`src/rtl/bp_pkg.sv`:
```
// ---------------------------------------------------------------------------
// bp_pkg : shared branch-predictor types, counter encodings and helpers
// Rev 1.0
// ---------------------------------------------------------------------------
`default_nettype none

package bp_pkg;

  typedef enum logic [1:0] {
    STRONG_NT = 2'd0,
    WEAK_NT   = 2'd1,
    WEAK_T    = 2'd2,
    STRONG_T  = 2'd3
  } ctr_e;

  localparam ctr_e CTR_RESET = WEAK_NT;
  localparam ctr_e CTR_ALLOC = WEAK_T;

  // Saturating step toward the observed outcome.
  function automatic ctr_e ctr_next(input ctr_e c, input logic taken);
    ctr_e n;
    n = c;
    case (c)
      STRONG_NT: n = taken ? WEAK_NT  : STRONG_NT;
      WEAK_NT:   n = taken ? WEAK_T   : STRONG_NT;
      WEAK_T:    n = taken ? STRONG_T : WEAK_NT;
      STRONG_T:  n = taken ? STRONG_T : WEAK_T;
      default:   n = c;
    endcase
    return n;
  endfunction

  function automatic logic ctr_taken(input ctr_e c);
    return (c == WEAK_T) || (c == STRONG_T);
  endfunction

endpackage

`default_nettype wire

```
`src/rtl/bp_cam_match.sv`:
```
// ---------------------------------------------------------------------------
// bp_cam_match : full-tag compare against valid entries, lowest index wins
// Rev 1.0
// ---------------------------------------------------------------------------
`default_nettype none

module bp_cam_match #(
  parameter  int PC_W    = 16,
  parameter  int ENTRIES = 8,
  localparam int IDX_W   = $clog2(ENTRIES)
) (
  input  logic [PC_W-1:0]               i_key,
  input  logic [ENTRIES-1:0][PC_W-1:0]  i_tags,
  input  logic [ENTRIES-1:0]            i_valid,
  output logic                          o_hit,
  output logic [ENTRIES-1:0]            o_match,
  output logic [IDX_W-1:0]              o_idx
);

  logic [ENTRIES-1:0] w_raw;

  for (genvar g = 0; g < ENTRIES; g++) begin : g_cmp
    assign w_raw[g] = i_valid[g] && (i_tags[g] == i_key);
  end

  // Descending scan so the lowest matching index is the one that sticks.
  always_comb begin
    o_idx   = '0;
    o_match = '0;
    for (int i = ENTRIES - 1; i >= 0; i--) begin
      if (w_raw[i]) begin
        o_idx      = IDX_W'(i);
        o_match    = '0;
        o_match[i] = 1'b1;
      end
    end
  end

  assign o_hit = |w_raw;

endmodule

`default_nettype wire

```
`src/rtl/branch_target_buffer.sv`:
```
// ---------------------------------------------------------------------------
// branch_target_buffer : fully-associative BTB with 2-bit counters and RR victim
// Rev 1.0
// ---------------------------------------------------------------------------
`default_nettype none

module branch_target_buffer
  import bp_pkg::*;
#(
  parameter  int PC_W    = 16,
  parameter  int ENTRIES = 8,
  localparam int IDX_W   = $clog2(ENTRIES)
) (
  input  logic            clk,
  input  logic            rst,
  input  logic [PC_W-1:0] i_lookup_pc,
  output logic            o_pred_hit,
  output logic            o_pred_taken,
  output logic [PC_W-1:0] o_pred_target,
  output logic            o_pred_taken_q,
  output logic [PC_W-1:0] o_pred_target_q,
  input  logic            i_upd_valid,
  input  logic [PC_W-1:0] i_upd_pc,
  input  logic            i_upd_taken,
  input  logic [PC_W-1:0] i_upd_target,
  input  logic            i_flush,
  output logic            o_upd_hit
);

  logic [ENTRIES-1:0]           r_valid;
  logic [ENTRIES-1:0][PC_W-1:0] r_tag;
  logic [ENTRIES-1:0][PC_W-1:0] r_target;
  ctr_e                         r_ctr [ENTRIES];
  logic [IDX_W-1:0]             r_rr_ptr;

  logic                         w_lk_hit;
  logic [ENTRIES-1:0]           w_lk_match;
  logic [IDX_W-1:0]             w_lk_idx;
  logic                         w_up_hit;
  logic [ENTRIES-1:0]           w_up_match;
  logic [IDX_W-1:0]             w_up_idx;
  ctr_e                         w_up_ctr_nxt;
  logic [PC_W-1:0]              w_lk_target;
  logic [IDX_W-1:0]             w_free_idx;
  logic                         w_any_free;
  logic [IDX_W-1:0]             w_victim;

  bp_cam_match #(.PC_W(PC_W), .ENTRIES(ENTRIES)) u_cam_lookup (
    .i_key   (i_lookup_pc),
    .i_tags  (r_tag),
    .i_valid (r_valid),
    .o_hit   (w_lk_hit),
    .o_match (w_lk_match),
    .o_idx   (w_lk_idx)
  );

  bp_cam_match #(.PC_W(PC_W), .ENTRIES(ENTRIES)) u_cam_update (
    .i_key   (i_upd_pc),
    .i_tags  (r_tag),
    .i_valid (r_valid),
    .o_hit   (w_up_hit),
    .o_match (w_up_match),
    .o_idx   (w_up_idx)
  );

  // Match is one-hot, so an AND-OR mux selects the target without a decoder.
  always_comb begin
    w_lk_target = '0;
    for (int i = 0; i < ENTRIES; i++) begin
      w_lk_target = w_lk_target | (r_target[i] & {PC_W{w_lk_match[i]}});
    end
  end

  assign o_pred_hit    = w_lk_hit;
  assign o_pred_taken  = w_lk_hit & ctr_taken(r_ctr[w_lk_idx]);
  assign o_pred_target = w_lk_target;
  assign o_upd_hit     = w_up_hit;
  assign w_up_ctr_nxt  = ctr_next(r_ctr[w_up_idx], i_upd_taken);

  always_comb begin
    w_free_idx = '0;
    for (int i = ENTRIES - 1; i >= 0; i--) begin
      if (!r_valid[i]) w_free_idx = IDX_W'(i);
    end
  end

  assign w_any_free = ~&r_valid;
  assign w_victim   = w_any_free ? w_free_idx : r_rr_ptr;

  always_ff @(posedge clk or posedge rst) begin
    if (rst) begin
      r_valid  <= '0;
      r_tag    <= '0;
      r_target <= '0;
      r_rr_ptr <= '0;
      for (int i = 0; i < ENTRIES; i++) r_ctr[i] <= CTR_RESET;
    end else if (i_flush) begin
      r_valid  <= '0;
      r_rr_ptr <= '0;
    end else if (i_upd_valid) begin
      if (w_up_hit) begin
        for (int i = 0; i < ENTRIES; i++) begin
          if (w_up_match[i]) begin
            r_ctr[i] <= w_up_ctr_nxt;
            if (i_upd_taken) r_target[i] <= i_upd_target;
          end
        end
      end else if (i_upd_taken) begin
        r_valid[w_victim]  <= 1'b1;
        r_tag[w_victim]    <= i_upd_pc;
        r_target[w_victim] <= i_upd_target;
        r_ctr[w_victim]    <= CTR_ALLOC;
        // Pointer only moves when a live entry is displaced.
        if (!w_any_free) r_rr_ptr <= r_rr_ptr + IDX_W'(1);
      end
    end
  end

  always_ff @(posedge clk or posedge rst) begin
    if (rst) begin
      o_pred_taken_q  <= 1'b0;
      o_pred_target_q <= '0;
    end else begin
      o_pred_taken_q  <= o_pred_taken;
      o_pred_target_q <= o_pred_target;
    end
  end

endmodule

`default_nettype wire

```
`config.mk`:
```
export PLATFORM = sky130hd
export DESIGN_NAME = branch_target_buffer
export DESIGN_NICKNAME = d
export VERILOG_FILES = /design/src/rtl/bp_pkg.sv /design/src/rtl/bp_cam_match.sv /design/src/rtl/branch_target_buffer.sv
export SDC_FILE = /design/constraint.sdc
export NUM_CORES = 1
export LEC_CHECK = 0
export CAP_MARGIN = 25
export CORE_MARGIN = 2
export CORE_UTILIZATION = 35
export DETAILED_ROUTE_END_ITERATION = 7
export GPL_TIMING_DRIVEN = 0
export PLACE_DENSITY_LB_ADDON = 0.12
export SLEW_MARGIN = 20
export SYNTH_ARGS = -nofsm -noshare
export SYNTH_HDL_FRONTEND = slang
export SYNTH_SLANG_ARGS = --single-unit
```
`constraint.sdc`:
```
create_clock -name clk -period 31.4 [get_ports clk]
set_input_delay 6.28 -clock clk [delete_from_list [all_inputs] [get_ports clk]]
set_output_delay 6.28 -clock clk [all_outputs]
set_load 0.05 [all_outputs]
```
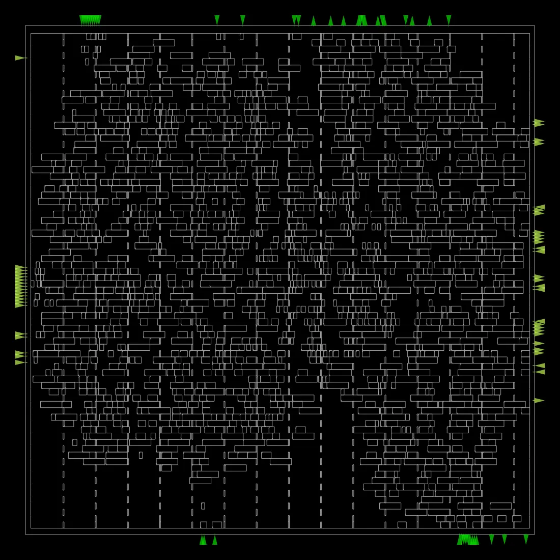
(run_1/placed.png)
flop share of the area: 0.3995
core area: 0.04538 mm^2
fin util: 0.4146
Flop Count: 300

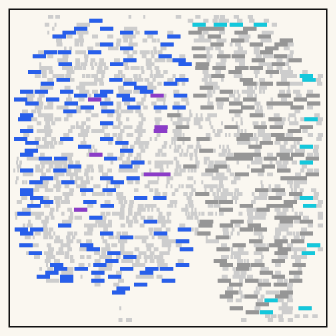
(run_1/ff_map.png)
Other sequential cells in the stronger gray, the rest of the logic in the fainter gray.
legend:
  purple:
    name_in_the_netlist: r_valid
    flops: 8
    where: middle
  blue:
    name_in_the_netlist: r_tag
    flops: 128
  cyan:
    name_in_the_netlist: o_pred_target_q
    flops: 16
not colored: 148
Register Area: 0.007517 mm^2
Seq. pwr: 0.437 mW

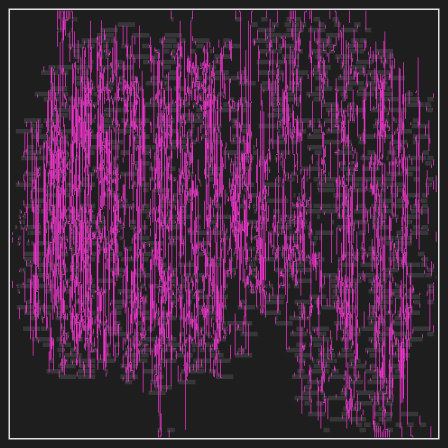
(run_1/m2.png)
nets with wire on the layer: 1404
wire length on this layer: 24.9 mm
Final Routed Wirelength: 53.42 mm
DR vias: 11.65k
met2 Use GR: 0.3704

==> impl_metrics.yaml, run 1 <==
# generated from flow reports
run_status:
  status: "finished clean"
global_routing:
  top_usage_layer: "met2"
  grt_usage: 0.2274
  grt_pass1_vias: 11880
  globalRouteMet3Util: 0.03229
  grt_max_degree: 103
setup_path:
  worstPathMaxFanout: 10
  arrival_ns: 11.37
  timing.rr.start: "r_tag[79]"
  reg2reg_slack_ns: 27.27
  crit_cells: 13
  max_stage_delay_ns: 0.91
  crit_path_end_kind: "output pin"
  path_class: "in2out"
  critPathBufInv: 4
  crit_chain: "clkbuf_1, xor2_1, nor4_1, nand4_1, nor3_1, clkbuf_1, clkinv_1, a21oi_1, mux2i_1, nor2_1, a21oi_1, o21ai_0, clkdlybuf4s50_1"
final_layout:
  fin_nets: 1583
  lay_top_count: "dfrtp_1"
  top_regs: "r_tag (128), r_target (128)"
  synthToLayoutAreaGrowth_pct: 17.11
  fin_cells: 2152
  clkCellAreaFrac: 0.06656
  final_cell_mix: "dfrtp_1, mux2_2, xor2_1"
  comb_area_mm2: 0.008122
job:
  maxCapViolCount: 0
synth:
  common_cells: "dfrtp_1, mux2_2, xor2_1, xnor2_1, nand2_1"
  ys_cells: 1422
  async_reset_ff_frac: 1.000
  synth.cellmix.compoundShare: 0.05871
  yosysTopAreaCell: "dfrtp_1"
  synth_top_area_share: 0.4548
  synth_area_mm2: 0.01607
pwr:
  power-top-group: "the clock network"
  comb_cell_power_mw: 0.117
  p_int_mw: 0.7354
  swShare: 0.2644
  leakage_nw: 8.498
  clk-power_mw: 0.446
detailed_routing:
  met3_length_mm: 2.423
  final_antenna_net_count: 0
  avgRoutedWirePerCell_um: 24.82
  highest_layer: "met4"
  drtPass1Iterations: 5
timing:
  timing.final.hold_violations: 0
  finalSetupViolCount: 0
  worst_slew_margin_rel: 0.2404
  finalSetupTns_ns: 0
place:
  gp_congestion: 0.8682
  place_ws_ns: 13.76
  io_buffers: 56
  placed_cell_area_mm2: 0.01755
floorplan:
  die_w_um: 218.3
  rows: 78
  fp_util: 0.3541
  die_area_mm2: 0.04764
clocking:
  clk_path_buf_depth: 3
  cts.repair.resized: 0
  h-tree-depth: 2
  post-cts-setup-buffers: 0
  holdBufCountCts: 0
  numCtsBuffers: 38
worst_hold_path:
  hp-start: "r_ctr[14]"
==> run 2: changes to the inputs <==
clock period = 17 ns   (was 31.4 ns; I/O delays follow)
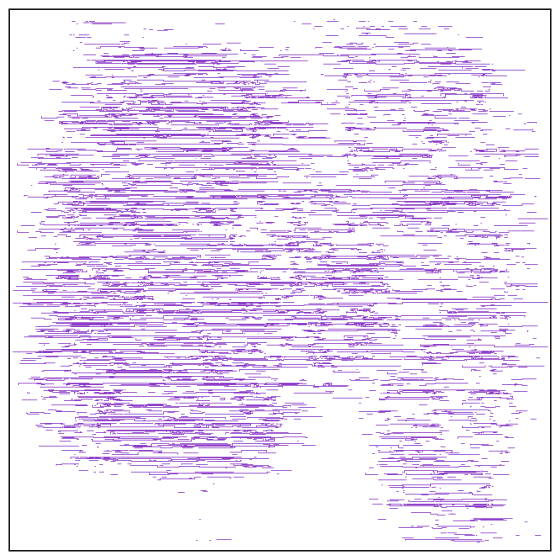
(run_2/m1.png)
wire length on this layer: 24.5 mm
share of all routed wire: 46%
nets with wire on the layer: 1482
longest straight run: 64.9 um
main direction: horizontal
met1 usage: 0.3082

==> run 2 against run 1 <==
  * Register-to-register slack lost 14 ns
  * Largest power group unchanged
  * Core utilization unchanged
  * Setup slack got worse by 8.6 ns
  * Count of clock-buffer cells in the layout did not move
  * Clock skew is the same
  * Sequential power is 85% higher
==> impl_metrics.yaml, run 2 <==
# generated from flow reports
run_status:
  status: "finished clean"
pwr:
  swShare: 0.2644
  leakage_nw: 8.498
  p_seq_mw: 0.807
  comb_cell_power_mw: 0.216
  clk-power_mw: 0.824
  p_int_mw: 1.358
  power.density_mw_per_mm2: 98.13
  power-top-group: "the clock network"
  power.switching_mw: 0.4883
place:
  place_ws_ns: 5.115
  io_buffers: 56
  gp_congestion: 0.8682
  placed_cell_area_mm2: 0.01755
final_layout:
  n_antenna_cell: 0
  comb_area_mm2: 0.008122
  synthToLayoutAreaGrowth_pct: 17.11
  seq_share: 0.3995
  clkCellAreaFrac: 0.06656
  fin_nets: 1583
  lay_top_count: "dfrtp_1"
  ff_latch_area_mm2: 0.007517
  fin_cells: 2152
  final_cell_mix: "dfrtp_1, mux2_2, xor2_1"
  flop-count: 300
  top_regs: "r_tag (128), r_target (128)"
  fin_util: 0.4146
clocking:
  cts.repair.resized: 0
  clk_path_buf_depth: 3
  h-tree-depth: 2
  numCtsBuffers: 38
  post-cts-setup-buffers: 0
  holdBufCountCts: 0
detailed_routing:
  final_antenna_net_count: 0
  drtPass1Iterations: 5
  met3_length_mm: 2.423
  wirelength_mm: 53.42
  avgRoutedWirePerCell_um: 24.82
  highest_layer: "met4"
  vias: 11650
setup_path:
  timing.rr.start: "r_tag[79]"
  max_stage_delay_ns: 0.91
  reg2reg_slack_ns: 12.87
  crit_chain: "clkbuf_1, xor2_1, nor4_1, nand4_1, nor3_1, clkbuf_1, clkinv_1, a21oi_1, mux2i_1, nor2_1, a21oi_1, o21ai_0, clkdlybuf4s50_1"
  worstPathMaxFanout: 10
  crit_end: "o_pred_taken"
  crit_path_end_kind: "output pin"
  crit_cells: 13
floorplan:
  rows: 78
  n_tap_cell: 600
  die_area_mm2: 0.04764
  core-area_mm2: 0.04538
timing:
  whs_ns: 0.4937
  timing.final.hold_violations: 0
  finalSetupTns_ns: 0
  worst_slew_margin_rel: 0.2404
  finalSetupViolCount: 0
job:
  maxCapViolCount: 0
worst_hold_path:
  hold_end: "r_ctr[14]"
  hold_path.class: "reg2reg"
  hp-start: "r_ctr[14]"
synth:
  ys_cells: 1422
  flop_cell: "dfrtp_1"
  top_cells_by_area: "dfrtp_1, mux2_2, xor2_1"
  synth_top_area_share: 0.4548
  synth.cellmix.compoundShare: 0.05871
  yosysTopAreaCell: "dfrtp_1"
  synth_area_mm2: 0.01607
  async_reset_ff_frac: 1.000
  syn_area_per_cell_um2: 11.30
  common_cells: "dfrtp_1, mux2_2, xor2_1, xnor2_1, nand2_1"
global_routing:
  grt_pass1_vias: 11880
  met2_usage: 0.3704
  grt_max_degree: 103
  top_usage_layer: "met2"
  grt_usage: 0.2274
  globalRouteMet3Util: 0.03229
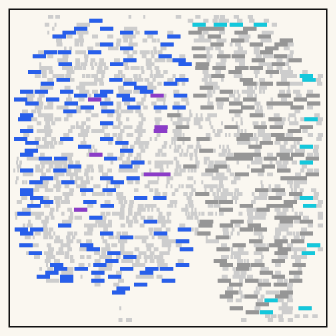
(run_2/ff_map.png)
Other sequential cells in the stronger gray, the rest of the logic in the fainter gray.
legend:
  blue:
    name_in_the_netlist: r_tag
    flops: 128
  cyan:
    name_in_the_netlist: o_pred_target_q
    flops: 16
  purple:
    name_in_the_netlist: r_valid
    flops: 8
    where: middle

Power and IR drop assume default switching activity.
